Fig. 1: run 1, signal wires on met3
Scale bar: 20 µm.
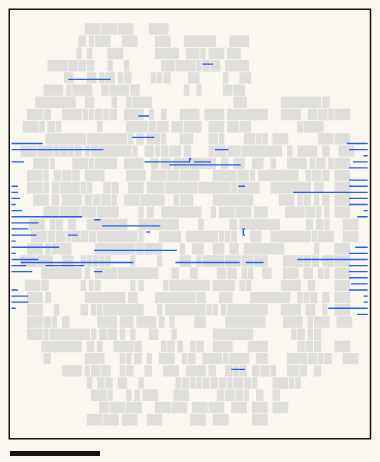
Fig. 2: run 1, M1 wires
Scale bar: 20 µm. Supply wires on this layer in grey.
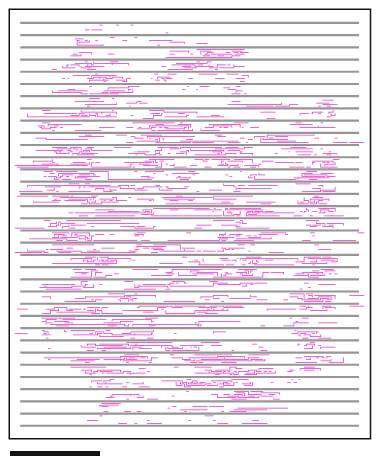
Fig. 3: run 1, layout detail
Scale bar: 10 µm. Region (40, 4) to (80, 44) µm. Cells in grey, sequential cells in the stronger grey; small squares are vias.
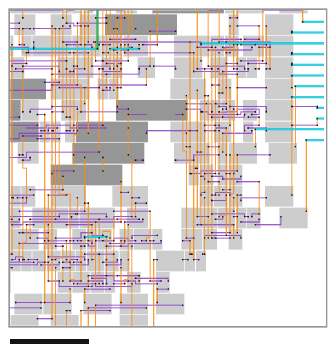
$ cat src/rtl/bcd_seq_adder_if.sv
// bcd_seq_adder_if: request/result bundle between a requester and the serial BCD adder.
interface bcd_seq_adder_if #(parameter int DIGITS = 2);
    logic                  start;
    logic                  op;
    logic [4*DIGITS-1:0]   a;
    logic [4*DIGITS-1:0]   b;
    logic [4*DIGITS-1:0]   sum;
    logic                  cout;
    logic                  err;
    logic                  busy;
    logic                  done;
    logic [7*DIGITS-1:0]   seg_a;
    logic [7*DIGITS-1:0]   seg_b;
    logic [7*DIGITS-1:0]   seg_s;
    modport master (output start, op, a, b,
                    input  sum, cout, err, busy, done, seg_a, seg_b, seg_s);
    modport slave  (input  start, op, a, b,
                    output sum, cout, err, busy, done, seg_a, seg_b, seg_s);
endinterface

$ cat src/rtl/bcd_seq_adder.sv
// bcd_seq_adder: digit-serial BCD add/subtract, one digit per clock, with 7-segment views of operands and result.
module bcd_seq_adder #(
    parameter int DIGITS         = 2,
    parameter bit SEG_ACTIVE_LOW = 1
) (
    input logic            CLOCK_50,
    input logic            RESET,
    bcd_seq_adder_if.slave bus
);
    localparam int IW = (DIGITS > 1) ? $clog2(DIGITS) : 1;
    typedef enum logic [1:0] {IDLE, ADD, DONE} state_t;
    state_t              state, state_n;
    logic [4*DIGITS-1:0] ra, rb, sum_r;
    logic                rop, carry, cout_r, err_r;
    logic [IW-1:0]       idx;
    logic                bad, last, c_n;
    logic [3:0]          ai, bi, dig;
    logic [4:0]          t_add, t_sub;
    function automatic logic [6:0] seg7(input logic [3:0] d);
        logic [6:0] s;
        case (d)
            4'd0:    s = 7'b0000001;
            4'd1:    s = 7'b1001111;
            4'd2:    s = 7'b0010010;
            4'd3:    s = 7'b0000110;
            4'd4:    s = 7'b1001100;
            4'd5:    s = 7'b0100100;
            4'd6:    s = 7'b0100000;
            4'd7:    s = 7'b0001111;
            4'd8:    s = 7'b0000000;
            4'd9:    s = 7'b0001100;
            default: s = 7'b1111111;
        endcase
        return SEG_ACTIVE_LOW ? s : ~s;
    endfunction
    always_ff @(posedge CLOCK_50 or posedge RESET)
        if (RESET) state <= IDLE;
        else       state <= state_n;
    always_comb begin
        bad = 1'b0;
        for (int i = 0; i < DIGITS; i++)
            bad = bad | (bus.a[4*i +: 4] > 4'd9) | (bus.b[4*i +: 4] > 4'd9);
        last    = idx == IW'(DIGITS - 1);
        state_n = state;
        if (state == IDLE && bus.start) state_n = bad ? DONE : ADD;
        else if (state == ADD && last)  state_n = DONE;
        else if (state == DONE)         state_n = IDLE;
    end
    // Subtraction goes negative in 5-bit two's complement; bit 4 is the borrow.
    always_comb begin
        ai    = ra[4*idx +: 4];
        bi    = rb[4*idx +: 4];
        t_add = {1'b0, ai} + {1'b0, bi} + {4'b0, carry};
        t_sub = {1'b0, ai} - {1'b0, bi} - {4'b0, carry};
        c_n   = rop ? t_sub[4] : (t_add > 5'd9);
        dig   = rop ? (t_sub[4] ? 4'(t_sub + 5'd10) : t_sub[3:0])
                    : (c_n ? 4'(t_add - 5'd10) : t_add[3:0]);
    end
    always_ff @(posedge CLOCK_50 or posedge RESET) begin
        if (RESET) begin
            ra     <= '0;
            rb     <= '0;
            rop    <= 1'b0;
            sum_r  <= '0;
            idx    <= '0;
            carry  <= 1'b0;
            cout_r <= 1'b0;
            err_r  <= 1'b0;
        end else if (state == IDLE && bus.start) begin
            ra    <= bus.a;
            rb    <= bus.b;
            idx   <= '0;
            carry <= 1'b0;
            err_r <= bad;
            if (bad) begin
                sum_r  <= '0;
                cout_r <= 1'b0;
            end else begin
                rop <= bus.op;
            end
        end else if (state == ADD) begin
            sum_r[4*idx +: 4] <= dig;
            carry             <= c_n;
            idx               <= idx + 1'b1;
            if (last) cout_r <= c_n;
        end
    end
    always_comb begin
        bus.seg_a = '0;
        bus.seg_b = '0;
        bus.seg_s = '0;
        for (int i = 0; i < DIGITS; i++) begin
            bus.seg_a[7*i +: 7] = seg7(ra[4*i +: 4]);
            bus.seg_b[7*i +: 7] = seg7(rb[4*i +: 4]);
            bus.seg_s[7*i +: 7] = seg7(sum_r[4*i +: 4]);
        end
    end
    assign bus.sum  = sum_r;
    assign bus.cout = cout_r;
    assign bus.err  = err_r;
    assign bus.busy = state != IDLE;
    assign bus.done = state == DONE;
endmodule

$ cat src/flat_wrapper.sv
// flat-port wrapper written by rule: the top's interface ports become plain ports
module bcd_seq_adder_flat 
#(
    parameter int DIGITS         = 2,
    parameter bit SEG_ACTIVE_LOW = 1
)
  (CLOCK_50, RESET, bus_start, bus_op, bus_a, bus_b, bus_sum, bus_cout, bus_err, bus_busy, bus_done, bus_seg_a, bus_seg_b, bus_seg_s);
  bcd_seq_adder_if #(.DIGITS(DIGITS)) bus_i ();
  input logic CLOCK_50;
  input logic RESET;
  input wire logic [$bits(bus_i.start)-1:0] bus_start;
  input wire logic [$bits(bus_i.op)-1:0] bus_op;
  input wire logic [$bits(bus_i.a)-1:0] bus_a;
  input wire logic [$bits(bus_i.b)-1:0] bus_b;
  output wire logic [$bits(bus_i.sum)-1:0] bus_sum;
  output wire logic [$bits(bus_i.cout)-1:0] bus_cout;
  output wire logic [$bits(bus_i.err)-1:0] bus_err;
  output wire logic [$bits(bus_i.busy)-1:0] bus_busy;
  output wire logic [$bits(bus_i.done)-1:0] bus_done;
  output wire logic [$bits(bus_i.seg_a)-1:0] bus_seg_a;
  output wire logic [$bits(bus_i.seg_b)-1:0] bus_seg_b;
  output wire logic [$bits(bus_i.seg_s)-1:0] bus_seg_s;
  assign bus_i.start = bus_start;
  assign bus_i.op = bus_op;
  assign bus_i.a = bus_a;
  assign bus_i.b = bus_b;
  assign bus_sum = bus_i.sum;
  assign bus_cout = bus_i.cout;
  assign bus_err = bus_i.err;
  assign bus_busy = bus_i.busy;
  assign bus_done = bus_i.done;
  assign bus_seg_a = bus_i.seg_a;
  assign bus_seg_b = bus_i.seg_b;
  assign bus_seg_s = bus_i.seg_s;
  bcd_seq_adder #(.DIGITS(DIGITS), .SEG_ACTIVE_LOW(SEG_ACTIVE_LOW)) u_core (.CLOCK_50(CLOCK_50), .RESET(RESET), .bus(bus_i));
endmodule
$ cat config.mk
export PLATFORM = sky130hd
export DESIGN_NAME = bcd_seq_adder_flat
export DESIGN_NICKNAME = d
export VERILOG_FILES = /design/src/rtl/bcd_seq_adder_if.sv /design/src/rtl/bcd_seq_adder.sv /design/src/flat_wrapper.sv
export SDC_FILE = /design/constraint.sdc
export NUM_CORES = 1
export LEC_CHECK = 0
export CAP_MARGIN = 10
export CORE_ASPECT_RATIO = 1.2
export CORE_MARGIN = 2
export CORE_UTILIZATION = 45
export CTS_CLUSTER_DIAMETER = 30
export DETAILED_ROUTE_END_ITERATION = 10
export PLACE_DENSITY = 0.73
export SLEW_MARGIN = 20
export SYNTH_ARGS = -nofsm -noshare
export SYNTH_HDL_FRONTEND = slang
export SYNTH_SLANG_ARGS = --single-unit
$ cat constraint.sdc
create_clock -name CLOCK_50 -period 6.5 [get_ports CLOCK_50]
set_input_delay 0.65 -clock CLOCK_50 [delete_from_list [all_inputs] [get_ports CLOCK_50]]
set_output_delay 0.65 -clock CLOCK_50 [all_outputs]
set_load 0.02 [all_outputs]
==> datasheet_impl.txt, run 1 <==
Physical implementation characteristics

Parameter                              Value

Worst hold path
  Worst hold stages .................. 1
  Worst hold-check path type .................. register to register
  Hold path endpoint .................. u_core.bus.cout$_DFFE_PP0P_

Final layout
  Number of standard cells in the final layout excluding fillers .................. 564
  Growth of design area from synthesis to finish .................. 28.2%
  Ratio of cells with drive above 1 in the final layout .................. 0.0524
  Antenna cells .................. 0
  Multi-input combinational cell area .................. 2150 µm²

Flow run
  # Max-Cap Violations .................. 0

Synthesis
  Yosys top cell area share .................. 0.248
  Commonest register cell after synthesis .................. sky130_fd_sc_hd__dfrtp_1
  Synthesized registers .................. 31
  Number of instances in the synthesized netlist .................. 411
  Synth Cell Area .................. 3130 µm²
  Largest cells by area after synthesis .................. sky130_fd_sc_hd__dfrtp_1 25%, sky130_fd_sc_hd__ha_1 16%, sky130_fd_sc_hd__o21ai_0 8.5%
  Number of synthesized flops with an enable pin .................. 0

GRT
  Grt ovf .................. 0
  First-pass GRT wire length .................. 12.2 mm

Die
  Number of cell rows .................. 33
  Number of primary I/O pins .................. 74
  Horizontal die dimension .................. 80.1 µm
  Overall die area .................. 7640 µm²
  FP Core Util .................. 0.462

STA
  Count of endpoints failing hold in the final timing report .................. 0
  Measured slew at the worst slew-check pin .................. 0.442 ns
  Final Critical Period .................. 3.58 ns
  Max Clock Skew .................. 0.00753 ns
  Remaining max-slew budget at the tightest pin .................. 0.698

Clocking
  Clock latency on the worst-skew pair .................. 0.29 ns
  Clock buffer depth .................. 2
  Clock tree sinks .................. 31
  Post-cts sizing count .................. 0
  Clock-pin slew of the registers on the worst-case setup and hold paths .................. 0.07 ns
  Number of CTS-inserted buffers .................. 5
  CTS tree .................. built
  Cell at the root of the clock tree .................. sky130_fd_sc_hd__clkbuf_8

Pwr
  Combinational Power .................. 220 µW
  Sequential-cell power consumption .................. 216 µW
  Share of total power in sequential cells .................. 0.358
  Power attributed to the clock group .................. 167 µW
  Power per cell area .................. 150 nW/µm²

Drt
  DRC violation count after routing .................. 0
  Routed via count divided by cell count .................. 5.33
  DRT Pass-1 Iters .................. 4
  Iteration-0 DRC count of the detailed router .................. 166

Run status
  Run status .................. complete, no violations

Critical path
  CP endpoint kind .................. register
  Largest fanout of any net on the critical path .................. 14
  Chain of cells forming the critical path .................. inv_1 -> a21boi_0 -> inv_1 -> fa_1 -> fa_1 -> xor2_1 -> ha_1 -> o311a_1 -> o31ai_1
  Kind of launch point of the worst setup path .................. register
  Buffer and inverter count on the worst path .................. 2
  Worst Path Arrival .................. 3.78 ns

Placed design
  Worst Setup Slack post-DPL .................. 2.97 ns
  Total instance count after detailed placement .................. 556
  Port-buffer cells .................. 73
  Post-detailed-placement cell area .................. 3910 µm²
-- Fig. 1 (at the start) --
nets with wire on the layer = 59
main direction = horizontal
longest straight run = 24.8 µm
number of vias after detailed routing: 3005
detailed-route wire length: 7.52 mm
met3 Usage GRT: 0.0436

-- Fig. 2 (at the start) --
share of all routed wire = 42%
wire length on this layer = 3150 µm
GR Util met1: 0.227

-- Fig. 3 (at the start) --
M3 -> cyan
M2 -> orange
M1 -> purple
M4 -> green
cells with their middle in the window = 116
most frequent = o21ai_0 (23), clkdlybuf4s50_1 (20)
netlist names of flops here include = u_core.bus.sum (2), u_core.rb (2), u_core.state (2)
sequential cells in the window = 6

## run 1: cells in the mapped netlist (all sizes together), types with 2 or more instances
master and n:
a21o 3, fa 4, a21boi 2, or2 4, nor2 39, nor3b 5, mux2 3, nor2b 4
a32o 3, nor3 2, clkbuf 16, a31oi 8, dfrtp 31, or2b 2, mux2i 5, o21ai 53
and2 3, nand2 66, nand2b 16, a21oi 30, nand3 2, xnor2 2, a32oi 2, inv 35
ha 39, and3 4, o2111ai 2, o31ai 6, a2111oi 2
## run 1: flip-flops by register name (all words and copies together), names as in the netlist
signal,count
u_core.bus.sum,8
u_core.rop,1
u_core.rb,8
u_core.bus.err,1
u_core.ra,8
u_core.state,2
u_core.carry,1
u_core.idx,1
u_core.bus.cout,1
## run 1: metrics by stage
stage / power, µW / utilization
after floorplan: 360 / -
after global placement: 434 / 0.578
after detailed placement: 439 / 0.578
after CTS: 606 / 0.593
final: 603 / 0.593
after global routing: 638 / 0.593
## run 1: cell type report
class / count / share of cell area
Inverter: 35 / 0.0327
Tap cell: 87 / 0.0271
Sequential cell: 31 / 0.193
Multi-Input combinational cell: 328 / 0.536
Timing Repair Buffer: 75 / 0.186
Clock buffer: 8 / 0.0249
## run 1: worst reg2reg max path: cells and delay by family (launching register included)
kind	cells	cell delay (ns)
flip-flops	1	0.63
buffers and inverters	2	0.29
adder cells (fa/ha/maj)	3	1.38
XOR/XNOR	1	0.23
AND-OR/OR-AND	3	0.97
## run 1: cells by family after synthesis
kind of cell | count (synthesis) | synth area share
buf+inv | 52 | 0.0647
simple gates | 153 | 0.233
compound gates | 121 | 0.237
fa+ha+maj | 43 | 0.181
flops | 31 | 0.248
mux | 8 | 0.0280
xor+xnor | 3 | 0.00839
Fig. 4: run 1, gate families picked out
Scale bar: 20 µm.
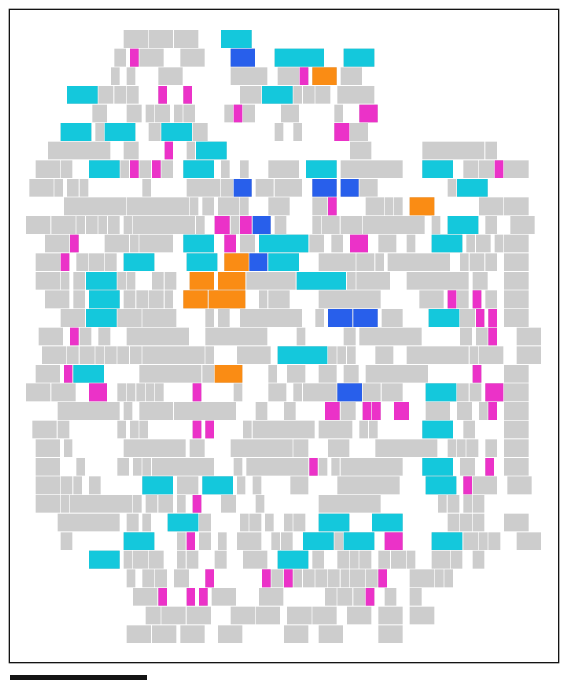

==> run 1 -> run 2 <==
Settings changed: PLACE_DENSITY 0.73 to 0.76.
Clock period 6.5 ns to 3 ns, I/O delays scaled along.
Fig. 5: run 2, gate families picked out
Scale bar: 20 µm.
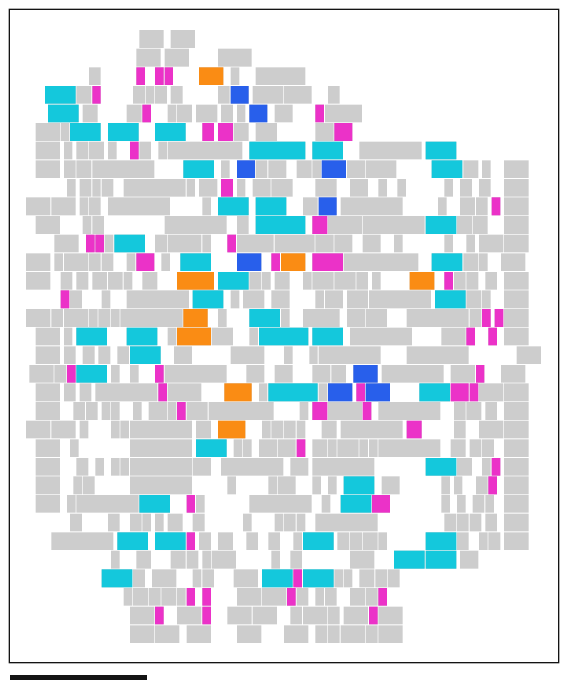
mux cells -> orange  # cells 8
fa/ha/maj cells -> cyan  # cells 43, where widely spread
nor cells -> magenta  # cells 50, where widely spread
non-inverting ao/oa cells -> blue  # cells 9

Fig. 6: run 2, routing congestion
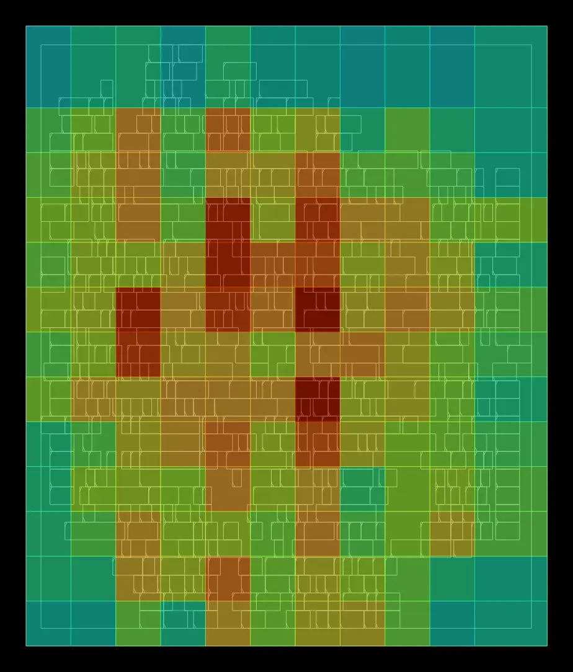
met3 Usage GRT: 0.0322
GRT Resource Usage Total: 0.204
met2 global-route usage: 0.385

==> datasheet_impl.txt, run 2 <==
Physical implementation characteristics

Parameter                              Value

Run status
  Run status .................. complete, no violations

Final layout
  Leading cell category by total area .................. multi-input combinational cells
  Growth of design area from synthesis to finish .................. 32.8%
  FF+latch count .................. 31 (unchanged)
  Antenna cells .................. 0 (unchanged)
  Sequential share of cell area .................. 0.187 (-0.00639)
  Comb gates .................. 328 (unchanged)
  Number of standard cells in the final layout excluding fillers .................. 575 (+2.0%)
  Non-clk bufs .................. 86 (+15%)
  Inverters .................. 35 (unchanged)
  Fraction of cell area in non-clock buffers .................. 0.199 (+0.0134)
  Multi-input combinational cell area .................. 2180 µm² (+1.3%)
  Logic share of the area .................. 0.524 (-0.0119)

STA
  Final Critical Period .................. 2.88 ns (-0.703 ns)
  Remaining max-slew budget at the tightest pin .................. 0.686 (-0.0119)
  Max Clock Skew .................. 0.0110 ns (+0.00351 ns)
  Count of endpoints failing hold in the final timing report .................. 0 (unchanged)

Clocking
  Clock-pin slew of the registers on the worst-case setup and hold paths .................. 0.07 ns (about the same)
  Clock buffer depth .................. 2 (unchanged)
  CTS tree .................. built
  Clock latency on the worst-skew pair .................. 0.29 ns (about the same)
  Cell at the root of the clock tree .................. sky130_fd_sc_hd__clkbuf_8

Synthesis
  Largest cells by area after synthesis .................. sky130_fd_sc_hd__dfrtp_1 25%, sky130_fd_sc_hd__ha_1 16%, sky130_fd_sc_hd__o21ai_0 8.5%
  Most numerous cell in the Yosys netlist .................. sky130_fd_sc_hd__nand2_1
  Synthesized registers .................. 31 (unchanged)
  Number of instances in the synthesized netlist .................. 411 (unchanged)

Die
  Horizontal die dimension .................. 80.1 µm (unchanged)
  FP Core Util .................. 0.462 (unchanged)

Placed design
  Post-detailed-placement cell area .................. 3990 µm² (+2.0%)
  Worst Setup Slack post-DPL .................. 0.0382 ns (-2.93 ns)

Critical path
  Largest fanout of any net on the critical path .................. 6 (-8)
  Chain of cells forming the critical path .................. nand2_1 -> a21boi_1 -> inv_1 -> fa_1 -> fa_2 -> inv_1 -> ha_1 -> o311a_1 -> o31ai_1
  Worst Path Arrival .................. 3.06 ns (-0.72 ns)
  CP endpoint kind .................. register
  Kind of launch point of the worst setup path .................. register

Flow run
  # Max-Cap Violations .................. 0 (unchanged)

Pwr
  Post-layout total power .................. 1460 µW (+140%)
  Power per cell area .................. 351 nW/µm² (+130%)

Drt
  DRT Pass-1 Iters .................. 4 (unchanged)

GRT
  First-pass GRT wire length .................. 12.6 mm (+3.1%)
[run 2: worst max path at each step]
| stage | from | to |
|---|---|---|
| 2_1_floorplan | u_core.rb[4]$_DFFE_PP0P_ | u_core.bus.sum[6]$_DFFE_PP0P_ |
| 3_3_place_gp | u_core.idx$_DFFE_PP0P_ | u_core.bus.sum[6]$_DFFE_PP0P_ |
| 3_5_place_dp | u_core.idx$_DFFE_PP0P_ | u_core.bus.sum[6]$_DFFE_PP0P_ |
| 4_1_cts | u_core.idx$_DFFE_PP0P_ | u_core.bus.sum[6]$_DFFE_PP0P_ |
| 5_1_grt | u_core.idx$_DFFE_PP0P_ | u_core.bus.sum[6]$_DFFE_PP0P_ |
| 6_report | u_core.idx$_DFFE_PP0P_ | u_core.bus.sum[6]$_DFFE_PP0P_ |
[run 2: worst max-delay path: cells and delay by family (launching register included)]
kind / cells / cell delay, ns
adder cells (fa/ha/maj): 3 / 1.32
AND-OR/OR-AND: 3 / 0.81
flip-flops: 1 / 0.44
buffers and inverters: 2 / 0.14
AND/OR/NAND/NOR: 1 / 0.06
[run 2: cells by family (layout without fill, tap and decap cells)]
kind of cell	count (synthesis)	after routing	share of synthesized area
AND-OR/OR-AND	121	121	0.237
XOR/XNOR	3	3	0.00839
adder cells (fa/ha/maj)	43	43	0.181
buffers and inverters	52	129	0.0647
flip-flops	31	31	0.248
multiplexers	8	8	0.0280
AND/OR/NAND/NOR	153	153	0.233
[run 2: timing repair]
action,in CTS,in global routing
resized,1,8
endpoints found under the hold margin,0,0
setup buffers,0,1
pin swaps,0,1
setup endpoints to repair,1,8
[run 2: power groups by stage]
stage	Clock [µW]	Combinational [µW]	Sequential, µW
2_1_floorplan	0	324	457
3_3_place_gp	0	483	464
3_5_place_dp	0	495	464
4_1_cts	494	501	456
5_1_grt	507	561	460
6_report	493	511	457
Power and IR drop assume default switching activity.
